--- config.mk ---
export PLATFORM = sky130hd
export DESIGN_NAME = mul_sequencer_flat
export DESIGN_NICKNAME = d
export VERILOG_FILES = /design/src/rtl/riscv_pkg.sv /design/src/rtl/mul_sequencer_if.sv /design/src/rtl/mul_shift_add_dp.sv /design/src/rtl/mul_sequencer.sv /design/src/flat_wrapper.sv
export SDC_FILE = /design/constraint.sdc
export NUM_CORES = 1
export LEC_CHECK = 0
export ABC_CLOCK_PERIOD_IN_PS = 9100
export CORE_AREA = 2 2 140 142
export CTS_CLUSTER_SIZE = 20
export DETAILED_ROUTE_END_ITERATION = 7
export DIE_AREA = 0 0 142 144
export GPL_ROUTABILITY_DRIVEN = 1
export PLACE_DENSITY_LB_ADDON = 0.15
export SLEW_MARGIN = 40
export SYNTH_ARGS = -nofsm -noshare
export SYNTH_HDL_FRONTEND = slang
export SYNTH_SLANG_ARGS = --single-unit
--- constraint.sdc ---
create_clock -name clk -period 9.1 [get_ports clk]
set_input_delay 2.73 -clock clk [delete_from_list [all_inputs] [get_ports clk]]
set_output_delay 2.73 -clock clk [all_outputs]
set_load 0.03 [all_outputs]
--- src/rtl/riscv_pkg.sv ---
// Shared RV core definitions: ALU op encodings, opcodes, MUL sequencer states.
// Latency: n/a (types and constants only).
// Backpressure: n/a.
package riscv_pkg;

  localparam int XLEN = 32;

  // ALU control encodings produced by the control decoder
  localparam logic [3:0] ALU_AND = 4'b0000;
  localparam logic [3:0] ALU_OR  = 4'b0001;
  localparam logic [3:0] ALU_ADD = 4'b0010;
  localparam logic [3:0] ALU_SLL = 4'b0011;
  localparam logic [3:0] ALU_SUB = 4'b0100;
  localparam logic [3:0] ALU_SRL = 4'b0101;
  localparam logic [3:0] ALU_MUL = 4'b0110;
  localparam logic [3:0] ALU_XOR = 4'b0111;

  // Major opcodes
  localparam logic [6:0] OP_R = 7'h33;
  localparam logic [6:0] OP_I = 7'h13;

  typedef enum logic [1:0] {
    IDLE = 2'd0,
    BUSY = 2'd1,
    DONE = 2'd2
  } mul_state_t;

endpackage

--- src/rtl/mul_sequencer_if.sv ---
// Issue/writeback bundle between the decode stage and the MUL sequencer.
// Latency: n/a (wiring only).
// Backpressure: stall from the sequencer holds fetch/decode.
// Ports: issue side (issue_valid, alu_control, regwrite_in, rs1_data, rs2_data,
//   rd_addr, flush), control side (stall, busy), writeback side (wb_valid,
//   wb_regwrite, wb_rd, wb_data).
interface mul_sequencer_if #(
  parameter int XLEN = 32
) ();
  logic            issue_valid;
  logic [3:0]      alu_control;
  logic            regwrite_in;
  logic [XLEN-1:0] rs1_data;
  logic [XLEN-1:0] rs2_data;
  logic [4:0]      rd_addr;
  logic            flush;
  logic            stall;
  logic            busy;
  logic            wb_valid;
  logic            wb_regwrite;
  logic [4:0]      wb_rd;
  logic [XLEN-1:0] wb_data;

  // Front end / decode side
  modport master (
    output issue_valid, alu_control, regwrite_in, rs1_data, rs2_data, rd_addr, flush,
    input  stall, busy, wb_valid, wb_regwrite, wb_rd, wb_data
  );

  // Sequencer side
  modport slave (
    input  issue_valid, alu_control, regwrite_in, rs1_data, rs2_data, rd_addr, flush,
    output stall, busy, wb_valid, wb_regwrite, wb_rd, wb_data
  );
endinterface

--- src/rtl/mul_shift_add_dp.sv ---
// Shift-add multiply datapath: multiplicand/multiplier shift registers and accumulator.
// Latency: one partial product per step; XLEN steps for a full product.
// Backpressure: none; advances only when step is asserted.
// Ports: clk, reset, load (capture operands, clear acc), step (one iteration),
//   load_mcand/load_mplier (operands), sum (acc value after the current step).
module mul_shift_add_dp #(
  parameter int XLEN = 32
) (
  input  logic            clk,
  input  logic            reset,
  input  logic            load,
  input  logic            step,
  input  logic [XLEN-1:0] load_mcand,
  input  logic [XLEN-1:0] load_mplier,
  output logic [XLEN-1:0] sum
);

  logic [XLEN-1:0] mcand;
  logic [XLEN-1:0] mplier;
  logic [XLEN-1:0] acc;

  // Exposed combinationally so the controller can capture the final product
  // on the same edge as the last step.
  assign sum = acc + (mplier[0] ? mcand : '0);

  always_ff @(posedge clk) begin
    if (reset) begin
      mcand  <= '0;
      mplier <= '0;
      acc    <= '0;
    end else if (load) begin
      mcand  <= load_mcand;
      mplier <= load_mplier;
      acc    <= '0;
    end else if (step) begin
      acc    <= sum;
      mcand  <= mcand << 1;
      mplier <= mplier >> 1;
    end
  end

endmodule

--- src/rtl/mul_sequencer.sv ---
// Multi-cycle MUL controller beside the single-cycle ALU; other ALU ops pass untouched.
// Latency: start in cycle T -> wb_valid in cycle T+XLEN+1, fixed regardless of operands.
// Backpressure: stall (combinational) holds fetch/decode from start through the last BUSY cycle.
// Ports: clk, reset (sync, active high), bus (mul_sequencer_if.slave: issue, flush,
//   stall/busy, writeback strobe with rd/data/regwrite).
module mul_sequencer
  import riscv_pkg::*;
#(
  parameter int         XLEN   = 32,
  parameter logic [3:0] MUL_OP = ALU_MUL
) (
  input  logic          clk,
  input  logic          reset,
  mul_sequencer_if.slave bus
);

  localparam int CW = $clog2(XLEN);

  mul_state_t      state;
  logic [CW-1:0]   count;
  logic [4:0]      rd_q;
  logic            start;
  logic            step;
  logic [XLEN-1:0] sum;

  // A MUL with regwrite clear has no architectural effect, so it is not sequenced.
  assign start = bus.issue_valid && (bus.alu_control == MUL_OP) && bus.regwrite_in &&
                 (state == IDLE) && !bus.flush;

  // Low in DONE so the held instruction retires alongside its writeback.
  assign bus.stall = start || (state == BUSY);

  assign step = (state == BUSY) && !bus.flush;

  mul_shift_add_dp #(.XLEN(XLEN)) u_dp (
    .clk        (clk),
    .reset      (reset),
    .load       (start),
    .step       (step),
    .load_mcand (bus.rs1_data),
    .load_mplier(bus.rs2_data),
    .sum        (sum)
  );

  always_ff @(posedge clk) begin
    if (reset) begin
      state           <= IDLE;
      count           <= '0;
      rd_q            <= '0;
      bus.busy        <= 1'b0;
      bus.wb_valid    <= 1'b0;
      bus.wb_regwrite <= 1'b0;
      bus.wb_rd       <= '0;
      bus.wb_data     <= '0;
    end else if (bus.flush) begin
      // Abort discards the partial product; wb_rd/wb_data keep their old value.
      state           <= IDLE;
      count           <= '0;
      bus.busy        <= 1'b0;
      bus.wb_valid    <= 1'b0;
      bus.wb_regwrite <= 1'b0;
    end else begin
      unique case (state)
        IDLE: begin
          bus.wb_valid    <= 1'b0;
          bus.wb_regwrite <= 1'b0;
          if (start) begin
            rd_q     <= bus.rd_addr;
            count    <= '0;
            bus.busy <= 1'b1;
            state    <= BUSY;
          end
        end
        BUSY: begin
          count <= count + 1'b1;
          if (count == CW'(XLEN - 1)) begin
            // sum already includes the final partial product.
            state           <= DONE;
            bus.wb_valid    <= 1'b1;
            bus.wb_data     <= sum;
            bus.wb_rd       <= rd_q;
            bus.wb_regwrite <= (rd_q != 5'd0);
          end
        end
        DONE: begin
          state           <= IDLE;
          bus.busy        <= 1'b0;
          bus.wb_valid    <= 1'b0;
          bus.wb_regwrite <= 1'b0;
        end
        default: begin
          state           <= IDLE;
          bus.busy        <= 1'b0;
          bus.wb_valid    <= 1'b0;
          bus.wb_regwrite <= 1'b0;
        end
      endcase
    end
  end

endmodule
--- src/flat_wrapper.sv ---
// flat-port wrapper written by rule: the top's interface ports become plain ports
module mul_sequencer_flat import riscv_pkg::*;
#(
  parameter int         XLEN   = 32,
  parameter logic [3:0] MUL_OP = ALU_MUL
)
  (clk, reset, bus_issue_valid, bus_alu_control, bus_regwrite_in, bus_rs1_data, bus_rs2_data, bus_rd_addr, bus_flush, bus_stall, bus_busy, bus_wb_valid, bus_wb_regwrite, bus_wb_rd, bus_wb_data);
  mul_sequencer_if #(.XLEN(XLEN)) bus_i ();
  input  logic clk;
  input  logic reset;
  input wire logic [$bits(bus_i.issue_valid)-1:0] bus_issue_valid;
  input wire logic [$bits(bus_i.alu_control)-1:0] bus_alu_control;
  input wire logic [$bits(bus_i.regwrite_in)-1:0] bus_regwrite_in;
  input wire logic [$bits(bus_i.rs1_data)-1:0] bus_rs1_data;
  input wire logic [$bits(bus_i.rs2_data)-1:0] bus_rs2_data;
  input wire logic [$bits(bus_i.rd_addr)-1:0] bus_rd_addr;
  input wire logic [$bits(bus_i.flush)-1:0] bus_flush;
  output wire logic [$bits(bus_i.stall)-1:0] bus_stall;
  output wire logic [$bits(bus_i.busy)-1:0] bus_busy;
  output wire logic [$bits(bus_i.wb_valid)-1:0] bus_wb_valid;
  output wire logic [$bits(bus_i.wb_regwrite)-1:0] bus_wb_regwrite;
  output wire logic [$bits(bus_i.wb_rd)-1:0] bus_wb_rd;
  output wire logic [$bits(bus_i.wb_data)-1:0] bus_wb_data;
  assign bus_i.issue_valid = bus_issue_valid;
  assign bus_i.alu_control = bus_alu_control;
  assign bus_i.regwrite_in = bus_regwrite_in;
  assign bus_i.rs1_data = bus_rs1_data;
  assign bus_i.rs2_data = bus_rs2_data;
  assign bus_i.rd_addr = bus_rd_addr;
  assign bus_i.flush = bus_flush;
  assign bus_stall = bus_i.stall;
  assign bus_busy = bus_i.busy;
  assign bus_wb_valid = bus_i.wb_valid;
  assign bus_wb_regwrite = bus_i.wb_regwrite;
  assign bus_wb_rd = bus_i.wb_rd;
  assign bus_wb_data = bus_i.wb_data;
  mul_sequencer #(.XLEN(XLEN), .MUL_OP(MUL_OP)) u_core (.clk(clk), .reset(reset), .bus(bus_i));
endmodule
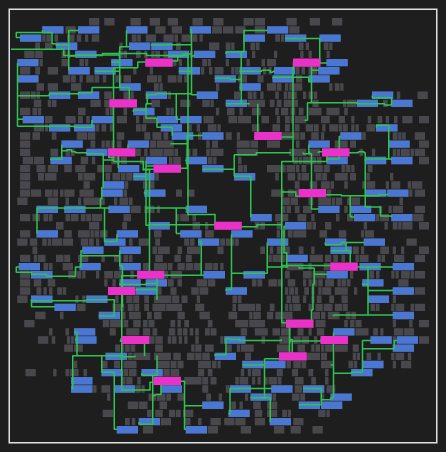
Figure 1: run 1, clock distribution.
(3 px per um)
Key: blue = flip-flops [count 148]; magenta = clock drivers [count 17]; green = clock wires [length 2,080 um]
There are 18 routed clock nets.

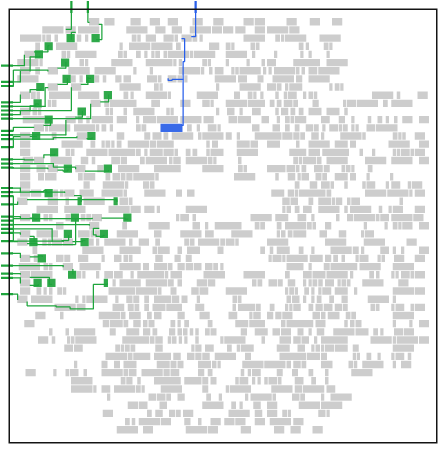
Figure 2: run 1, port wiring.
(3 px per um)
Key: green = bus_rs2_data [direction input, end cells 32, buffers 32, wire 656 um]; blue = bus_wb_regwrite [direction output, end cells 1, buffers 1, wire 46.9 um]

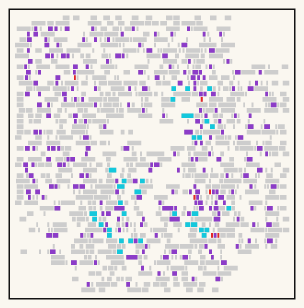
Figure 3: run 1, logic cells by family.
(2 px per um)
Key: red = inverters [cells 6]; cyan = AND-OR and OR-AND gates [cells 33]; purple = inverting AOI/OAI gates [cells 230, where all over the die]
final non-filler cell total: 1,280
combinational share of cell area: 45.01%
Top cell excl fill/tap: nand2_1

==> flow_summary.ini, run 1 <==
; implementation run metrics
[detailed_routing]
met2_length_um = 8674
vias = 6958
drtIter0Drc = 346
drc = 0
routed-wl-met3_um = 1126

[setup_path]
crit_top_cell = clkdlybuf4s50_1
path_buffers = 3
rrSetupSlack_ps = 5620
end_kind = primary output
worstPathCellList = clkdlybuf4s50_1 > nor4bb_1 > and4_1 > nor2_1 > inv_1 > clkdlybuf4s50_1

[final_timing]
tns_ps = 0
fin_crit_sh_pct = 80.92
rsz0062_at_grt = false
period_needed_ps = 7363
slew_headroom_pct = 46.60
slew_violations = 0
worst_pin_slew_ps = 801.0

[logic_synthesis]
fp_nets = 1061
ys_seq_share_pct = 39.65
async_reset_ff_share_pct = 0
numSynthFlops = 148

[power]
peakVddDrop_v = 0.0001450
p_leak_uw = 0.003531

[die]
chipArea_mm2 = 0.02045
fp_util_pct = 39.17
pin_count = 119
core_mm2 = 0.01908

[grt]
antenna_found_initial = 1
first_global_vias = 6523

[hold_path]
min_to = u_core.bus.wb_data[26]
min_from = u_core.bus.wb_data[26]

[cts]
cts.hold.buffers_added = 0
root_buffer = clkbuf_16

[run]
maxCapViolations = 0

[status]
status = finished clean

[cells_and_area]
antenna_cells = 0
num-fill-cells = 1889
==> run 1: report_power, final <==
part | switching (uW) | total [uW] | leakage, uW | internal, uW
sequential | 1.32 | 650 | 0.00119 | 649
clock | 353 | 733 | 0.000303 | 379
combinational | 21.4 | 54.6 | 0.00204 | 33.1
==> run 1: synthesized netlist by cell type, types with 7 or more instances <==
| cell | n | area, um^2 |
|---|---|---|
| a311oi_1 | 33 | 289.0 |
| a21o_1 | 24 | 180.2 |
| clkbuf_1 | 58 | 217.7 |
| nor2_1 | 63 | 236.5 |
| a21oi_1 | 115 | 575.6 |
| or3_1 | 7 | 43.79 |
| buf_1 | 7 | 26.28 |
| and3_1 | 8 | 50.05 |
| nand4_1 | 8 | 50.05 |
| xor2_1 | 9 | 78.83 |
| xnor2_1 | 10 | 87.58 |
| nand2_1 | 214 | 803.3 |
| dfxtp_1 | 148 | 2963 |
| o21ai_0 | 16 | 80.08 |
| ha_1 | 33 | 412.9 |
| nand3_1 | 37 | 185.2 |
| a22oi_1 | 30 | 225.2 |
| nand3b_1 | 7 | 52.55 |
| and2_1 | 32 | 200.2 |
==> run 1: cells in the final DEF (no fill, tap or decap), drive strengths merged, types with 2 or more instances in the layout <==
master | Yosys | layout
nand4 | 8 | 8
nor3b | 5 | 5
inv | 6 | 15
nand2b | 6 | 6
or4 | 5 | 5
nand3b | 7 | 7
nor4 | 2 | 2
nand4b | 5 | 5
xor2 | 9 | 9
a21o | 24 | 24
o211ai | 5 | 5
clkdlybuf4s50 | 0 | 117
a2111o | 3 | 3
a22oi | 30 | 30
nor3 | 5 | 5
dfxtp | 148 | 148
ha | 33 | 33
a211oi | 7 | 7
a21oi | 117 | 117
clkbuf | 58 | 17
nand2 | 214 | 214
and3 | 8 | 8
o21ai | 22 | 22
xnor2 | 10 | 10
nand3 | 38 | 38
and2 | 32 | 32
a311oi | 33 | 33
or3 | 7 | 7
buf | 10 | 12
clkinv | 0 | 6
a221oi | 2 | 2
nor2 | 63 | 63
a31oi | 5 | 5
o31ai | 2 | 2
==> run 1: cell type report <==
cell class                 instances  area share (%)
inverter                           6          0.2387
timing repair buffer             129           13.58
multi-input combinational        727           45.01
clock inverter                    15           2.108
clock buffer                      17           4.509
tap                              238           3.156
sequential                       148           31.40
==> run 1: kinds of logic (layout without fill, tap and decap cells) <==
family,Yosys count,in the layout,share of synthesized area [%]
and+or+nand+nor,411,411,25.25
AOI/OAI and AO/OA,263,263,23.32
DFF,148,148,39.65
buffers and inverters,74,167,3.767
adders and majority gates,34,34,5.793
xor gates and xnor gates,19,19,2.227
==> run 1: stage by stage <==
step                      std cells  instance area, um^2  setup WS (ps)  utilization, %
after detailed placement       1247                 8783           1691           46.04
after floorplan                 949                 7473           2376               -
after global placement         1247                 8783           1724           46.04
after CTS                      1279                 9408           1703           49.31
final                          1280                 9435           1737           49.45
after global routing           1280                 9435           1572           49.45
==> run 1: per-layer routing <==
metal / vias up / GRT usage, %
met2: 137 / 30.59
met5: - / 0
met1: 3235 / 27.80
met4: 2 / 6.316
met3: 24 / 5.232
li1: 3560 / -
Figure 4. Routing congestion (run 1).
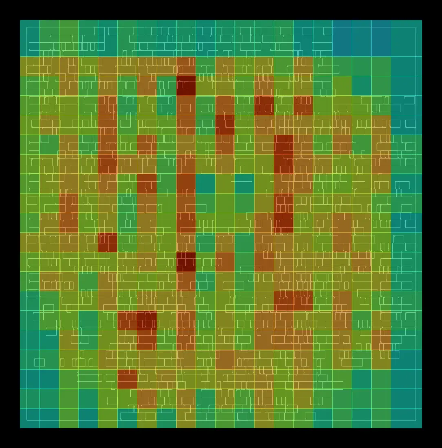

==> run 1 -> run 2 <==
ABC_CLOCK_PERIOD_IN_PS = 6600   (was 9100)
clock period = 6.6 ns   (was 9.1 ns; I/O delays follow)
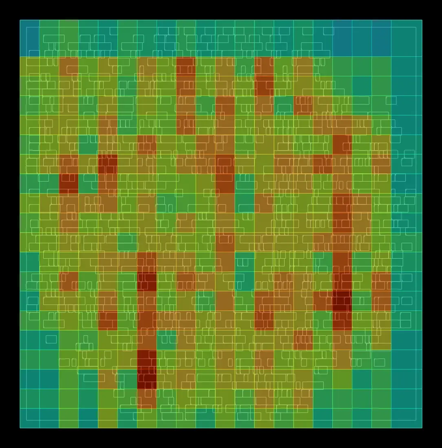
Figure 5: run 2, routing congestion.
M1 GR Usage: 27.63%
final core utilization: 49.39%
total track usage: 19.96%

==> run 2 against run 1 <==
- highest routed layer unchanged
- sequential share of layout area hardly changed
- area after synthesis stayed put
- clock-buffer cell count stayed put
- hold slack better by 1.2 ps
- die size stayed put
- synthesized cell count stayed put
- largest power group unchanged
- clock skew is 0.61 ps lower
==> flow_summary.ini, run 2 <==
; implementation run metrics
[final_timing]
slew_violations = 0
rsz0062_at_grt = false
fin_crit_sh_pct = 82.01
worst_pin_slew_ps = 782.1
slew_headroom_pct = 47.86
tns_ps = 0

[die]
core_mm2 = 0.01908
chipArea_mm2 = 0.02045

[power]
swShare_pct = 23.85
p_leak_uw = 0.003528
p_clk_share_pct = 51.2

[logic_synthesis]
ys_seq_share_pct = 39.65
fp_nets = 1061
numSynthFlops = 148

[cells_and_area]
antenna_cells = 0
num-fill-cells = 1870

[status]
status = finished clean

[placed_design]
place_area_mm2 = 0.008796

[cts]
root_buffer = clkbuf_16

[detailed_routing]
drtIter0Drc = 537
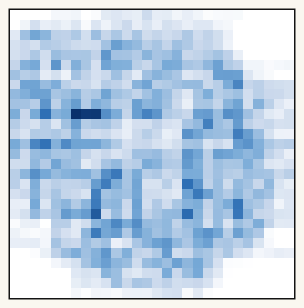
Figure 6: run 2, routed metal per tile.
(2 px per um) The die is cut into 28 by 29 equal tiles; white is low, dark blue is high, scaled to the fullest tile. Values are wire area over tile area, all layers added.
12% of the tiles are nearly empty. The densest ninth of the die: left middle. 12% of the tiles are over half the peak. The mean over all tiles is 0.15.
drt total wl: 19,950 um
WL/cell: 15.56 um
Via Count: 6,947

-- run 2: cell counts after synthesis --
Identical to the previous run, type by type.
-- run 2: layer usage --
layer | wire length (um) | global-route usage, %
met2 | 8836 | 30.84
met3 | 1041 | 5.397
met1 | 9876 | 27.63
met4 | 185 | 5.105
met5 | 13 | 0
-- run 2: worst min path at each step --
stage,from,endpoint,slack (ps)
after floorplan,u_core.u_dp.mplier[12],u_core.u_dp.mplier[12],440
after global placement,u_core.u_dp.mplier[19],u_core.u_dp.mplier[19],440
after detailed placement,u_core.u_dp.mplier[3],u_core.u_dp.mplier[3],450
after CTS,u_core.u_dp.mplier[3],u_core.u_dp.mplier[3],460
after global routing,u_core.u_dp.mplier[15],u_core.u_dp.mplier[15],480
final,u_core.bus.wb_data[26],u_core.bus.wb_data[26],460
-- run 2: layout make-up --
cell class | instances | area [um^2] | share of cell area, %
multi-input combinational | 727 | 4247 | 45.06
sequential | 148 | 2963 | 31.44
clock inverter | 15 | 182.7 | 1.938
clock buffer | 17 | 425.4 | 4.514
tap | 238 | 297.8 | 3.160
timing repair buffer | 131 | 1286 | 13.65
inverter | 6 | 22.52 | 0.2390
-- run 2: critical path: stages --
cell and delay, ps:
clkdlybuf4s50_1 450, nor4bb_1 370, and4_1 280, nor2_1 80, inv_1 110, buf_4 160
-- run 2: kinds of logic after synthesis --
| kind of cell | Yosys count | synth area share [%] |
|---|---|---|
| compound gates | 263 | 23.32 |
| xor+xnor | 19 | 2.227 |
| fa+ha+maj | 34 | 5.793 |
| buf+inv | 74 | 3.767 |
| flops | 148 | 39.65 |
| simple gates | 411 | 25.25 |
-- run 2: power by group through the flow --
stage / sequential (uW) / combinational, uW / clock [uW]
final: 897 / 76.0 / 1020
after global routing: 897 / 81.5 / 1070
after CTS: 897 / 76.5 / 1040
after detailed placement: 917 / 76.2 / 0
after global placement: 917 / 75.9 / 0
after floorplan: 917 / 20.9 / 0
-- run 2: stage by stage --
stage / setup slack (ps) / utilization [%] / instances
global route: 1087 / 49.39 / 1282
finish: 1187 / 49.39 / 1282
detailed placement: 1169 / 46.10 / 1249
CTS: 1168 / 49.29 / 1281
floorplan: 1376 / - / 949
global placement: 1230 / 46.10 / 1249
Figure 7. Clock distribution (run 2).
(3 px per um)
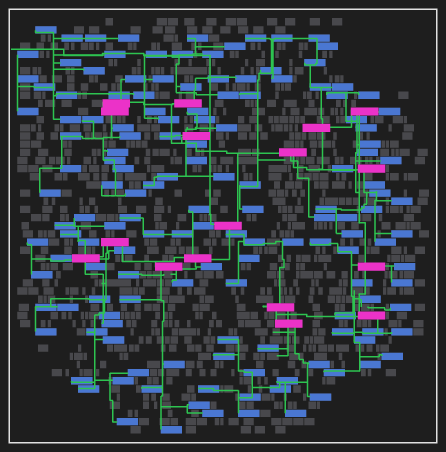

==> run 2 -> run 3 <==
ABC_CLOCK_PERIOD_IN_PS = 5600   (was 6600)
clock period = 5.6 ns   (was 6.6 ns; I/O delays follow)
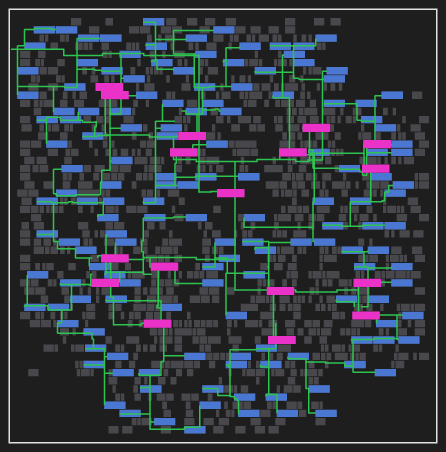
Figure 8: run 3, clock distribution.
(3 px per um)
Key: green = clock wires [length 2,090 um]; magenta = clock drivers [count 17]; blue = flip-flops [count 148]
Position of the flops: all over the die. There are 18 routed clock nets.

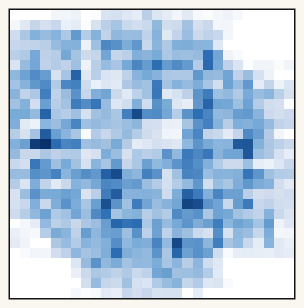
Figure 9: run 3, routed metal per tile.
(2 px per um) The die is cut into 28 by 29 equal tiles; white is low, dark blue is high, scaled to the fullest tile. Values are wire area over tile area, all layers added.
The fullest tile reaches 0.46. 22% of the tiles are over half the peak. 12% of the tiles are nearly empty. The mean over all tiles is 0.15.
total track usage: 19.87%
Via Count: 6,910
WL/cell: 15.61 um

==> run 3 against run 2 <==
- final cell count down 0.16%
- first-iteration DRC count down 15%
- register-to-register slack worse by 1100 ps
- largest cell class unchanged
- wire length up 0.11%
- critical endpoint unchanged
- highest routed layer is now met4
==> flow_summary.ini, run 3 <==
; implementation run metrics
[setup_path]
required_ps = 3920
critPathMaxStageDelay_ps = 450
critPathTopFamily = buffers and inverters
worstPathCellList = clkdlybuf4s50_1 > nor4bb_1 > and4_1 > nor2_1 > inv_1 > buf_4
cp_slowest_cell = clkdlybuf4s50_1
path_buffers = 3
startpoint_type = primary input

[final_timing]
setup_viol = 0
fin_crit_sh_pct = 85.80
tns_ps = 0
worst_slack_ps = 795.2
rsz0062_at_grt = false
slew_headroom_pct = 46.35

[logic_synthesis]
fp_nets = 1061
numSynthFlops = 148
netlist_instances = 949
yosys.cell_count.top_type = nand2_1
ys_seq_share_pct = 39.65

[die]
core_mm2 = 0.01908
chipArea_mm2 = 0.02045
pin_count = 119

[power]
p_leak_uw = 0.003484
p_clk_share_pct = 48.4
swShare_pct = 24.12
pwr-share-comb_pct = 4.0

[detailed_routing]
drtIter0Drc = 458
routed_wl_um = 19980
drc = 0

[cells_and_area]
final_cell_mix = nand2_1 (213), dfxtp_1 (148), clkdlybuf4s50_1 (116)
antenna_cells = 0
layout_top_cell = nand2_1
comb_area_mm2 = 0.004254
num-fill-cells = 1904
regArea_mm2 = 0.002963

[status]
status = finished clean

[placed_design]
dpl_worst_slack_ps = 792.8
portBuffers = 118

[grt]
first_global_vias = 6549

[cts]
root_buffer = clkbuf_16
-- run 3: cell counts after synthesis --
No cell type changed its count.
-- run 3: power by group through the flow --
stage	registers [uW]	logic, uW	clock network, uW
after global routing	1060	95.0	1150
after detailed placement	1080	88.6	0
after floorplan	1080	24.6	0
final	1060	88.7	1080
after global placement	1080	88.1	0
after CTS	1060	89.1	1110
-- run 3: final cells by class --
type / count / area share (%)
timing repair buffer: 129 / 13.62
clock inverter: 14 / 1.243
inverter: 6 / 0.2407
clock buffer: 18 / 4.586
multi-input combinational: 727 / 45.46
tap: 238 / 3.182
sequential: 148 / 31.66
-- run 3: routing by layer --
layer	share of wire, %	global-route usage [%]	vias up	routed length, um
met5	0	0	-	0
met3	5.3	5.397	22	1059
met2	44	30.13	153	8725
met1	50	27.91	3187	9953
li1	-	-	3548	-
met4	1.2	5.211	0	238
-- run 3: cells by family (layout without fill, tap and decap cells) --
group,after synthesis,count (layout),share of synthesized area (%)
fa+ha+maj,34,34,5.793
buf+inv,74,167,3.767
compound gates,263,263,23.32
flops,148,148,39.65
simple gates,411,411,25.25
xor+xnor,19,19,2.227
-- run 3: worst paths after layout --
kind	startpoint	cells past startpoint	slack, ps	to
max	bus_alu_control[2]	6	800	bus_stall
min	u_core.u_dp.mplier[5]	2	450	u_core.u_dp.mplier[5]
max reg2reg	u_core.u_dp.mplier[0]	11	2170	u_core.u_dp.acc[30]
min reg2reg	u_core.u_dp.mplier[5]	2	450	u_core.u_dp.mplier[5]
-- run 3: metrics by stage --
stage	hold slack, ps	total power [uW]	instance area (um^2)	std cells
final	453.2	2222	9358	1280
after global routing	473.4	2304	9358	1280
after CTS	454.9	2252	9335	1279
after detailed placement	445.7	1170	8790	1247
after global placement	442.1	1169	8781	1247
after floorplan	436.0	1105	7473	949
-- run 3: worst reg2reg max path: stages (launching register included) --
cell	delay, ps
dfxtp_1	470
and2_1	260
ha_1	210
fa_1	430
a211oi_1	370
nor3_2	120
or3b_1	460
nand4_1	230
a21oi_1	140
o211ai_1	360
a2111o_1	190
nand3_1	70
Power and IR drop assume default switching activity.
